==> src/rtl/wb_regfile.sv <==
// ---------------------------------------------------------------------------
// wb_regfile
//   Multi-lane writeback stage with an integrated general-purpose register
//   file, bypassed read ports and a per-register busy scoreboard.
//
// Ports
//   clk        clock, all state updates on the rising edge
//   rst        asynchronous, active-high reset
//   interlock  1: hold; nothing commits this cycle
//   wb_valid   per-lane write request
//   wb_rd      per-lane destination register (lane i at [i*RW +: RW])
//   wb_data    per-lane write data (lane i at [i*XLEN +: XLEN])
//   iss_valid  per-lane issue: mark iss_rd busy
//   iss_rd     per-lane destination being issued
//   rd_addr    read addresses (port p at [p*RW +: RW])
//   rd_data    read data, combinational (port p at [p*XLEN +: XLEN])
//   rd_busy    1: register at rd_addr has a pending producer
//   conflict   registered pulse: two or more lanes committed to the same rd
//   retired    running count of committed lane writes, wraps at 2^32
// ---------------------------------------------------------------------------
module wb_regfile #(
   parameter int LANES   = 2,
   parameter int XLEN    = 32,
   parameter int NREG    = 32,
   parameter int RPORTS  = 4,
   parameter int ZERO_R0 = 1,
   parameter int BYPASS  = 1,
   localparam int RW     = (NREG > 1) ? $clog2(NREG) : 1
) (
   input  logic                   clk,
   input  logic                   rst,
   input  logic                   interlock,
   input  logic [LANES-1:0]       wb_valid,
   input  logic [LANES*RW-1:0]    wb_rd,
   input  logic [LANES*XLEN-1:0]  wb_data,
   input  logic [LANES-1:0]       iss_valid,
   input  logic [LANES*RW-1:0]    iss_rd,
   input  logic [RPORTS*RW-1:0]   rd_addr,
   output logic [RPORTS*XLEN-1:0] rd_data,
   output logic [RPORTS-1:0]      rd_busy,
   output logic                   conflict,
   output logic [31:0]            retired
);

   localparam logic [RW:0] NREG_V = (RW+1)'(NREG);

   // Address lies inside the implemented register range (matters for non-power-of-2 NREG).
   function automatic logic addr_ok(input logic [RW-1:0] a);
      return ({1'b0, a} < NREG_V);
   endfunction

   // Address is the hardwired zero register.
   function automatic logic is_r0(input logic [RW-1:0] a);
      return (ZERO_R0 != 0) && (a == {RW{1'b0}});
   endfunction

   logic [XLEN-1:0]  gpr_r [NREG];
   logic [NREG-1:0]  busy_r;
   logic [NREG-1:0]  busy_n_s;
   logic             conflict_r;
   logic [31:0]      retired_r;

   logic [LANES-1:0] commit_s;    // lane performs a real commit this cycle
   logic [LANES-1:0] win_s;       // committing lane not overridden by a younger lane
   logic             conflict_s;
   logic [31:0]      ncommit_s;

   // Commit qualification, same-destination arbitration and commit count.
   always_comb begin
      commit_s   = {LANES{1'b0}};
      win_s      = {LANES{1'b0}};
      conflict_s = 1'b0;
      ncommit_s  = 32'd0;
      for (int i = 0; i < LANES; i++) begin
         commit_s[i] = wb_valid[i] & ~interlock
                       & ~is_r0(wb_rd[i*RW +: RW]) & addr_ok(wb_rd[i*RW +: RW]);
      end
      win_s = commit_s;
      // Younger (higher-index) lane wins; every older duplicate is dropped.
      for (int i = 0; i < LANES; i++) begin
         for (int j = i + 1; j < LANES; j++) begin
            if (commit_s[i] && commit_s[j] && (wb_rd[i*RW +: RW] == wb_rd[j*RW +: RW])) begin
               win_s[i]   = 1'b0;
               conflict_s = 1'b1;
            end else begin
               win_s[i]   = win_s[i];
            end
         end
      end
      // Dropped duplicates still count as retired.
      for (int i = 0; i < LANES; i++) begin
         ncommit_s = ncommit_s + 32'(commit_s[i]);
      end
   end

   // Next scoreboard state: clear on commit, then set on issue so a newer producer wins.
   always_comb begin
      busy_n_s = busy_r;
      for (int i = 0; i < LANES; i++) begin
         if (commit_s[i]) begin
            busy_n_s[wb_rd[i*RW +: RW]] = 1'b0;
         end else begin
            busy_n_s = busy_n_s;
         end
      end
      for (int i = 0; i < LANES; i++) begin
         if (iss_valid[i] && !is_r0(iss_rd[i*RW +: RW]) && addr_ok(iss_rd[i*RW +: RW])) begin
            busy_n_s[iss_rd[i*RW +: RW]] = 1'b1;
         end else begin
            busy_n_s = busy_n_s;
         end
      end
   end

   // Register file storage: only arbitration winners write.
   always_ff @(posedge clk or posedge rst) begin
      if (rst) begin
         for (int r = 0; r < NREG; r++) begin
            gpr_r[r] <= {XLEN{1'b0}};
         end
      end else begin
         for (int i = 0; i < LANES; i++) begin
            if (win_s[i]) begin
               gpr_r[wb_rd[i*RW +: RW]] <= wb_data[i*XLEN +: XLEN];
            end
         end
      end
   end

   // Scoreboard, conflict pulse and retire counter.
   always_ff @(posedge clk or posedge rst) begin
      if (rst) begin
         busy_r     <= {NREG{1'b0}};
         conflict_r <= 1'b0;
         retired_r  <= 32'd0;
      end else begin
         busy_r     <= busy_n_s;
         conflict_r <= conflict_s;
         retired_r  <= retired_r + ncommit_s;
      end
   end

   // Read ports: zero register / out-of-range, then same-cycle bypass, then storage.
   always_comb begin
      logic [RW-1:0] a;
      a       = {RW{1'b0}};
      rd_data = {(RPORTS*XLEN){1'b0}};
      rd_busy = {RPORTS{1'b0}};
      for (int p = 0; p < RPORTS; p++) begin
         a = rd_addr[p*RW +: RW];
         if (is_r0(a) || !addr_ok(a)) begin
            rd_data[p*XLEN +: XLEN] = {XLEN{1'b0}};
            rd_busy[p]              = 1'b0;
         end else begin
            rd_data[p*XLEN +: XLEN] = gpr_r[a];
            rd_busy[p]              = busy_r[a];
            // Ascending scan: the highest committing lane overrides older ones.
            for (int i = 0; i < LANES; i++) begin
               if ((BYPASS != 0) && commit_s[i] && (wb_rd[i*RW +: RW] == a)) begin
                  rd_data[p*XLEN +: XLEN] = wb_data[i*XLEN +: XLEN];
                  rd_busy[p]              = 1'b0;
               end else begin
                  rd_busy[p]              = rd_busy[p];
               end
            end
         end
      end
   end

   assign conflict = conflict_r;
   assign retired  = retired_r;

endmodule

==> config.mk <==
export PLATFORM = sky130hd
export DESIGN_NAME = wb_regfile
export DESIGN_NICKNAME = d
export VERILOG_FILES = /design/src/rtl/wb_regfile.sv
export SDC_FILE = /design/constraint.sdc
export NUM_CORES = 2
export LEC_CHECK = 0
export CAP_MARGIN = 20
export CORE_AREA = 3 3 593 595
export CTS_BUF_LIST = sky130_fd_sc_hd__clkbuf_4 sky130_fd_sc_hd__clkbuf_8 sky130_fd_sc_hd__clkbuf_16
export CTS_CLUSTER_SIZE = 10
export DETAILED_ROUTE_END_ITERATION = 8
export DIE_AREA = 0 0 596 598
export PLACE_DENSITY_LB_ADDON = 0.15
export SETUP_SLACK_MARGIN = 0.3
export SLEW_MARGIN = 5
export SYNTH_ARGS = -nofsm -noshare
export SYNTH_HDL_FRONTEND = slang
export SYNTH_SLANG_ARGS = --single-unit
==> constraint.sdc <==
create_clock -name clk -period 63.2 [get_ports clk]
set_clock_uncertainty 0.15 [all_clocks]
set_input_delay 9.48 -clock clk [delete_from_list [all_inputs] [get_ports clk]]
set_output_delay 9.48 -clock clk [all_outputs]
set_load 0.03 [all_outputs]
Where the registers sit:
The bar under the picture is 200 µm long.
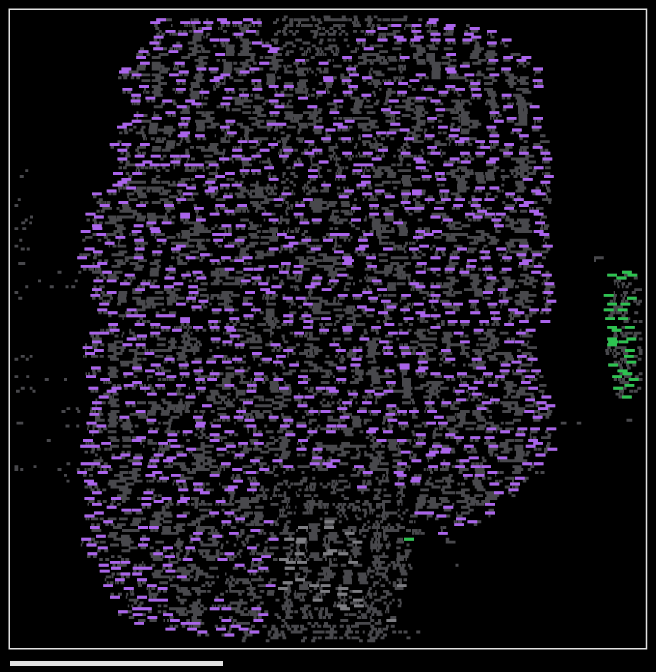
- gpr_r: purple (flops 1024)
- retired: green (flops 32; where right middle)

Signal metal coverage by tile:
30 x 30 tiles, from dark purple (low) to yellow (high), scaled to the fullest tile. Values are wire area over tile area, all layers added.
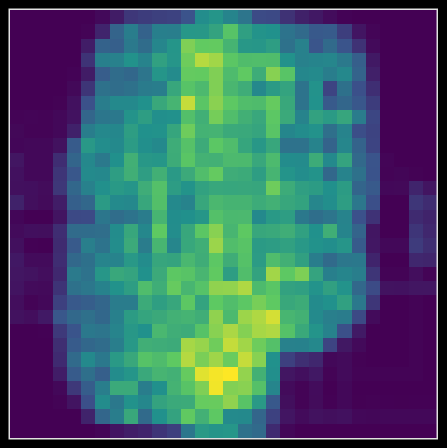
- mean over tiles: 0.24
- nearly empty tiles: 22%
- tiles over half the peak: 36%

Clock wiring as the flow saved it:
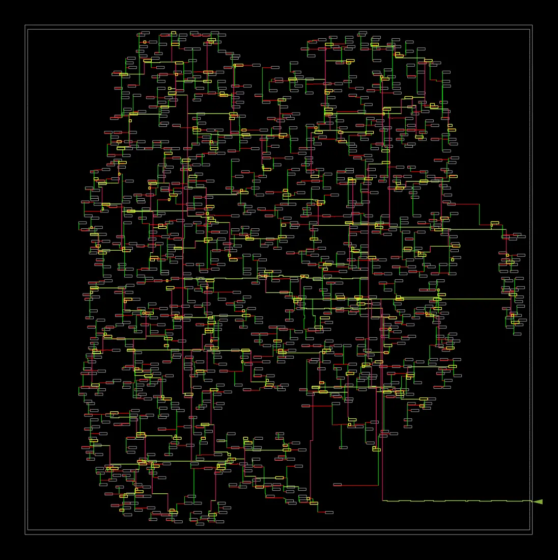
clock buf count: 232
TritonCTS Buffers: 154
FFs & Latches: 1089
clk sinks: 1089

Routed metal, one color a layer:
Two of the layers only.
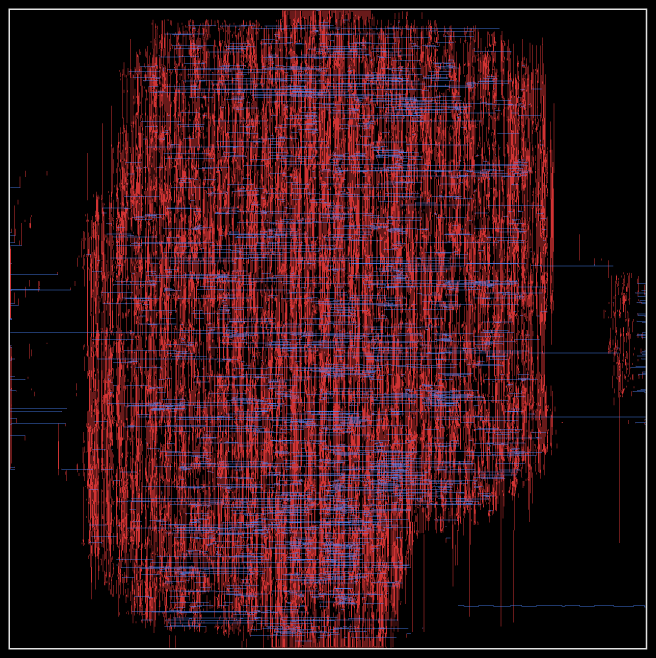
- M2: red (wire length 222 mm)
- M3: blue (wire length 41.1 mm)

Cell density map:
The bar under the picture is 200 µm long. 30 x 30 tiles, from dark purple (low) to yellow (high), 0 to 100% covered.
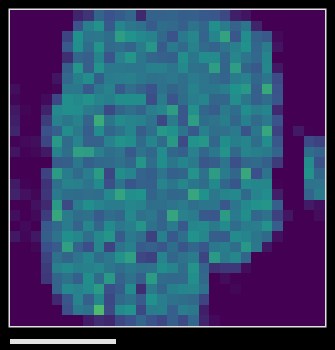
- nearly empty tiles: 28%
- mean over tiles: 26%
- emptiest ninth of the die: bottom right
- fullest tile: 68%
post-layout util: 28.3%
core area: 346000 µm²

worst paths after layout:
check                            start           to  slack [ps]
min in group asynchronous          rst   gpr_r[963]        8900
setup reg to reg            retired[0]  retired[30]       60020
max in group asynchronous          rst   gpr_r[919]       50040
setup / recovery           rd_addr[12]  rd_data[93]       38170
hold reg to reg            gpr_r[1000]  gpr_r[1000]         290
hold / removal             gpr_r[1000]  gpr_r[1000]         290
layout by cell type, fill, tap and decap left out, drive strengths merged, types with 101 or more instances in the layout:
master / Yosys / final
mux4: 1181 / 1181
mux2i: 1155 / 1155
dfrtp: 1089 / 1089
nor2: 994 / 994
a21oi: 951 / 951
buf: 436 / 292
nand2: 278 / 278
clkdlybuf4s50: 0 / 255
clkbuf: 579 / 234
o21ai: 149 / 149
o22ai: 101 / 101
synth_stat cells, types with 5 or more instances:
master	count	area (µm²)
nand3_1	84	420
mux2_2	61	687
dfrtp_1	1089	27300
nand4_1	13	81.3
inv_1	7	26.3
buf_4	24	180
nand3b_1	9	67.6
xnor2_1	51	447
buf_2	188	941
a31oi_1	14	87.6
o21ai_1	19	95.1
a221o_1	29	290
o221ai_1	51	447
nor2_2	5	31.3
nor2_1	962	3610
nand2b_1	50	313
nor3_1	41	205
nor3b_1	7	52.6
a22o_1	12	105
or2_2	6	37.5
o22ai_1	101	632
a21oi_1	951	4760
and3_1	8	50.1
a221oi_1	14	123
buf_1	139	522
a22oi_1	63	473
o211ai_1	22	165
mux4_2	1181	26600
nor2b_1	27	169
or3_1	7	43.8
a211oi_1	24	180
nor2_8	8	160
mux2i_1	1155	11600
xor2_1	24	210
nor4_1	15	93.8
or4_1	6	45.0
o21ai_0	126	631
nand2_1	278	1040
buf_6	85	957
clkbuf_1	576	2160
nor2_4	19	214
==> flow_metrics.py <==
# Auto-generated metrics
metrics = {
    "synth": {
        "yosys.area_share.adder_pct": 0.0376,
        "ys_cells": 7590,
        "async_reset_ff_share_pct": 100,
        "post_synth_num_cell_types": 65,
        "synth_area_per_cell_um2": 11.4,
        "fp_nets": 7703,
    },
    "detailed_routing": {
        "dr.pass1.iters": 6,
        "top_layer": "met5",
        "vias": 72240,
        "wire_per_inst_um": 41.4,
    },
    "status": {
        "status": "complete, no violations",
    },
    "power_and_ir_drop": {
        "leakage_nw": 35.5,
        "power_frac_comb_pct": 35.7,
    },
    "critical_path": {
        "crit_family": "buffers and inverters",
        "path_max_fanout": 37,
        "end_kind": "output pin",
        "crit_slowest_cell": "a221oi_1",
    },
    "final_layout": {
        "sh_comb_area_pct": 56.0,
        "fillers": 35505,
        "logic_area_um2": 54900,
        "buffer_area_share_pct": 5.08,
        "seq_area_share_pct": 27.8,
    },
    "final_timing": {
        "worst_pin_slew_ps": 1310,
        "rsz0062_at_grt": "false",
    },
    "floorplanning": {
        "rows": 216,
        "pin_count": 276,
        "tapCellCount": 4578,
    },
    "grt": {
        "use_met1_pct": 34.3,
        "grt_busiest_layer": "met2",
        "grt_pass1_vias": 69361,
    },
    "place": {
        "dpl.cell_count": 11699,
    },
    "hold_path": {
        "hold_depth": 0,
    },
    "clock_network": {
        "cts.clk_slew.worst_paths_ps": 50,
        "cts_resized": 0,
    },
}
